<file path="config.mk">
export PLATFORM = sky130hd
export DESIGN_NAME = button_event_gen
export DESIGN_NICKNAME = d
export VERILOG_FILES = /design/src/rtl/button_event_gen.sv
export SDC_FILE = /design/constraint.sdc
export NUM_CORES = 1
export LEC_CHECK = 0
export CORE_AREA = 2 2 39 41
export CTS_CLUSTER_DIAMETER = 30
export DETAILED_ROUTE_END_ITERATION = 7
export DIE_AREA = 0 0 41 43
export PLACE_DENSITY = 0.68
export SYNTH_ARGS = -nofsm -noshare
export SYNTH_HDL_FRONTEND = slang
export SYNTH_SLANG_ARGS = --single-unit
export TNS_END_PERCENT = 10
</file>
<file path="constraint.sdc">
create_clock -name clk -period 3.72 [get_ports clk]
set_clock_uncertainty 0.2 [all_clocks]
set_input_delay 0.372 -clock clk [delete_from_list [all_inputs] [get_ports clk]]
set_output_delay 0.372 -clock clk [all_outputs]
set_load 0.02 [all_outputs]
</file>
<file path="src/rtl/button_event_gen.sv">
// button_event_gen: debounced level -> PRESS/RELEASE(/REPEAT) events
// 2-entry event FIFO; define BUTTON_EVENT_REPEAT_EN for auto-repeat
module button_event_gen #(
  parameter int HOLD_DELAY    = 50_000_000,
  parameter int REPEAT_PERIOD = 10_000_000
) (
  input  logic       clk,
  input  logic       rst,
  input  logic       in,
  output logic       event_valid,
  input  logic       event_ready,
  output logic [1:0] event_code,
  output logic       overflow
);

  localparam logic [1:0] EV_PRESS   = 2'b00;
  localparam logic [1:0] EV_RELEASE = 2'b01;
  localparam logic [1:0] EV_REPEAT  = 2'b10;

  if (HOLD_DELAY < 1 || REPEAT_PERIOD < 1) begin : g_bad_cfg
    $error("HOLD_DELAY and REPEAT_PERIOD must be >= 1");
  end

`ifdef BUTTON_EVENT_REPEAT_EN
  localparam int MAXT =
    (HOLD_DELAY > REPEAT_PERIOD) ? HOLD_DELAY : REPEAT_PERIOD;
  localparam int CW = (MAXT > 1) ? $clog2(MAXT) : 1;
  localparam logic [CW-1:0] HOLD_LAST = CW'(HOLD_DELAY - 1);
  localparam logic [CW-1:0] RPT_LAST  = CW'(REPEAT_PERIOD - 1);

  typedef enum logic [1:0] {
    S_IDLE,
    S_HELD,
    S_RPT
  } state_t;

  logic [CW-1:0] cnt_q;
  logic [CW-1:0] cnt_d;
`else
  typedef enum logic {
    S_IDLE,
    S_HELD
  } state_t;
`endif

  state_t state_q;
  state_t state_d;

  logic       prev;
  logic       rise;
  logic       fall;
  logic       press_req;
  logic       rel_req;
  logic       rpt_req;

  logic [1:0] mem [2];
  logic       rd_ptr;
  logic       wr_ptr;
  logic [1:0] count;
  logic       pop;
  logic       space;
  logic       rpt_ok;
  logic       push;
  logic       drop;
  logic [1:0] push_code;

  assign rise = in & ~prev;
  assign fall = ~in & prev;

  // Edge history and FSM state; reset adopts the current level
  always_ff @(posedge clk) begin
    prev <= in;
    if (rst) begin
      state_q <= S_IDLE;
    end else begin
      state_q <= state_d;
    end
  end

`ifdef BUTTON_EVENT_REPEAT_EN
  // Hold/repeat timer, cleared at each terminal count
  always_ff @(posedge clk) begin
    if (rst) begin
      cnt_q <= '0;
    end else begin
      cnt_q <= cnt_d;
    end
  end
`endif

  // Next state and event requests; a fall wins over a terminal count
  always_comb begin
    state_d   = state_q;
    press_req = 1'b0;
    rel_req   = 1'b0;
    rpt_req   = 1'b0;
`ifdef BUTTON_EVENT_REPEAT_EN
    cnt_d     = cnt_q;
`endif
    unique case (state_q)
      S_IDLE: begin
        if (rise) begin
          press_req = 1'b1;
          state_d   = S_HELD;
`ifdef BUTTON_EVENT_REPEAT_EN
          cnt_d     = '0;
`endif
        end
      end
      S_HELD: begin
        if (fall) begin
          rel_req = 1'b1;
          state_d = S_IDLE;
        end
`ifdef BUTTON_EVENT_REPEAT_EN
        else if (cnt_q == HOLD_LAST) begin
          rpt_req = 1'b1;
          cnt_d   = '0;
          state_d = S_RPT;
        end else begin
          cnt_d = cnt_q + CW'(1);
        end
`endif
      end
`ifdef BUTTON_EVENT_REPEAT_EN
      S_RPT: begin
        if (fall) begin
          rel_req = 1'b1;
          state_d = S_IDLE;
        end else if (cnt_q == RPT_LAST) begin
          rpt_req = 1'b1;
          cnt_d   = '0;
        end else begin
          cnt_d = cnt_q + CW'(1);
        end
      end
`endif
      default: state_d = S_IDLE;
    endcase
  end

  assign event_valid = (count != 2'd0);
  assign event_code  = event_valid ? mem[rd_ptr] : EV_PRESS;
  assign pop         = event_valid & event_ready;
  assign space       = (count != 2'd2) | pop;
  assign rpt_ok      = (count == 2'd0) |
                       ((count == 2'd1) & pop);

  // Push arbitration: REPEAT only into an empty FIFO, edges flag drops
  always_comb begin
    push      = 1'b0;
    drop      = 1'b0;
    push_code = EV_PRESS;
    unique case (1'b1)
      press_req: begin
        push      = space;
        drop      = ~space;
        push_code = EV_PRESS;
      end
      rel_req: begin
        push      = space;
        drop      = ~space;
        push_code = EV_RELEASE;
      end
      rpt_req: begin
        push      = rpt_ok;
        push_code = EV_REPEAT;
      end
      default: ;
    endcase
  end

  // FIFO storage; slot contents need no reset
  always_ff @(posedge clk) begin
    if (push) begin
      mem[wr_ptr] <= push_code;
    end
  end

  // FIFO pointers, occupancy and sticky overflow
  always_ff @(posedge clk) begin
    if (rst) begin
      rd_ptr   <= 1'b0;
      wr_ptr   <= 1'b0;
      count    <= 2'd0;
      overflow <= 1'b0;
    end else begin
      if (push) begin
        wr_ptr <= ~wr_ptr;
      end
      if (pop) begin
        rd_ptr <= ~rd_ptr;
      end
      unique case ({push, pop})
        2'b10:   count <= count + 2'd1;
        2'b01:   count <= count - 2'd1;
        default: ;
      endcase
      if (drop) begin
        overflow <= 1'b1;
      end
    end
  end

endmodule

</file>
### M2 wires

Drawn at 6 px/um.
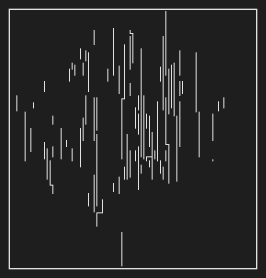
wire length on this layer: 383 um
nets with wire on the layer: 56
main direction: vertical
share of all routed wire: 47%

### Routing congestion

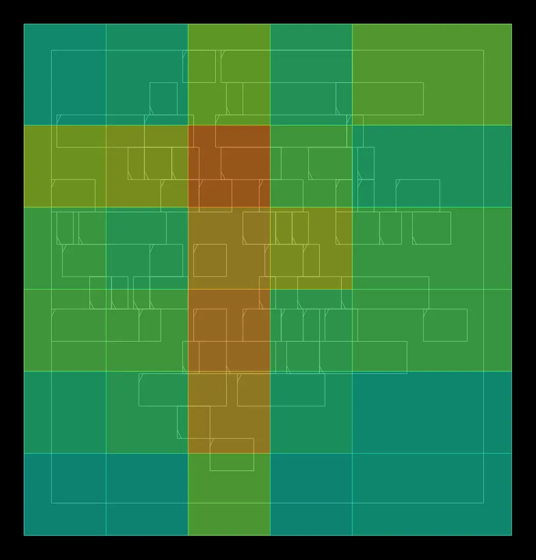
total track usage: 10.8%
M1 GR Usage: 13.5%
met2 usage: 15.0%
fin util: 41.4%

==> flow_summary.json <==
{
  "power_combinational_mw": 0.0264,
  "timing.final.crit_share_pct": 57.2,
  "synth.avg_cell_area_sq_um": 9.40,
  "final-hold-violation-count": 0,
  "end_kind": "output port",
  "yosys.cell_types.count": 28,
  "top_area_cell": "dfxtp_1",
  "stdcell_count": 74,
  "startpoint": "count[0]",
  "postPlaceCellArea_sq_um": 537,
  "wl_per_cell_um": 11.0,
  "viasPerCell": 4.97,
  "fillers": 150,
  "synth.net_count": 55,
  "cpMaxStageDelayCell": "clkdlybuf4s50_1",
  "comb_cells": 33,
  "drive_gt1_share_pct": 8.62,
  "yosys_area_sq_um": 479,
  "final_area_sq_um": 573,
  "simple_gate_area_share_pct": 19.6,
  "inverters_excl_clock": 5,
  "comb_share_pct": 38.0,
  "p_per_area_nw_per_um2": 429,
  "max_cap_viol_count": 0,
  "p_sw_mw": 0.0580,
  "seqPwrFrac_pct": 48.8,
  "seq_area_sq_um": 220,
  "power.share.switching_pct": 23.6,
  "dp_slack_ps": 1460,
  "critPathCapture": "event_code[0]",
  "topCellsByArea": "dfxtp_1 33%, edfxtp_1 13%, inv_1 3.9%, nor2_1 3.9%, nand2_1 3.1%",
  "seq_share_pct": 38.4,
  "yosys_most_used_dff": "dfxtp_1",
  "ys_top_cells_by_count": "8 x dfxtp_1, 5 x inv_1, 5 x nor2_1",
  "p_leak_nw": 0.229,
  "status": "finished clean",
  "layout_top_cells": "8 x dfxtp_1, 6 x clkdlybuf4s50_1, 5 x nor2_1, 5 x inv_1, 4 x nand2_1",
  "logic_family": "simple AND/OR/NAND/NOR gates",
  "irDropWorstVdd_uv": 175,
  "top_regs": "count: 2 flops, mem: 2 flops",
  "timing.hold.worst.start": "overflow",
  "cp_num_buf_inv": 1,
  "cp_cell_sequence": "nor2_1 > nor2_1 > clkdlybuf4s50_1",
  "clk_latency_ps": 270,
  "clk_pin_slew_ps": 70,
  "die-area_sq_um": 1760,
  "grt_pass1_vias": 319,
  "reg2reg_to": "mem[0]",
  "cpMostUsedCell": "nor2_1",
  "area_growth_pct": 19.6,
  "adder_share_pct": 0,
  "fin_ws_ps": 1590,
  "cts_setup_buffers": 0,
  "flop-count": 10,
  "critPathMaxFanout": 8,
  "clock_buffers": 4,
  "ys_async_sr_fraction_pct": 0,
  "rsz0062_at_grt": "false",
  "cp_num_cells": 3,
  "dp.final_hpwl_um": 597,
  "setup_viol_count_final": 0,
  "worstPathRequired_ps": 3150,
  "io_pins": 8,
  "cts_htree_levels": 1,
  "synthMuxAreaShare_pct": 4.44,
  "aoi_share_pct": 18.8,
  "ant_nets": 0,
  "netlist_instances": 51,
  "nets": 63,
  "grt_max_degree": 10,
  "yosysWarnings": 0,
  "numCtsBuffers": 3,
  "power.internal_mw": 0.188,
  "regToRegSetupSlack_ps": 2030,
  "area_dominant_class": "flip-flops and latches",
  "placed_cells": 70,
  "ys_seq_elements": 10,
  "whs_endpoint": "overflow",
  "cts_resized": 0,
  "first_pass_iters": 4,
  "synth-edff-count": 2,
  "comb_area_sq_um": 218,
  "cts-root-buf": "clkbuf_4",
  "clock_area_share_pct": 6.33,
  "power_leader": "registers",
  "rr_worst_depth": 3,
  "first_iter_violations": 9,
  "portBuffers": 6,
  "wl_met1_um": 391,
  "routed.top_layer": "met3",
  "use_met3_pct": 3.14,
  "critPathArrivalTime_ps": 1560,
  "route.met3.wl_um": 39,
  "top_cell_area_share_pct": 33.4,
  "die-height_um": 43,
  "cp-start-kind": "flip-flop",
  "grt_pass1_wl_um": 1220,
  "clkPwrFrac_pct": 40.5,
  "fin_hold_ws_ps": 271,
  "cp_top_family": "buffers and inverters",
  "postSynthSeqShare_pct": 46.0,
  "dieWidth_um": 41,
  "clkSinkCount": 10,
  "fin_tns_setup_ps": 0,
  "yosysMostFrequentCell": "dfxtp_1",
  "fp_util_pct": 34.6
}
### Signal wires by layer

Drawn at 8 px/um.
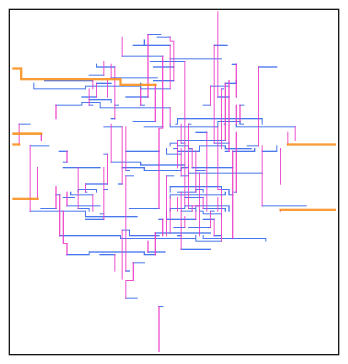
| layer | colour | wire length |
|---|---|---|
| met1 | blue | 391 um |
| met2 | magenta | 383 um |
| met3 | orange | 39.5 um |

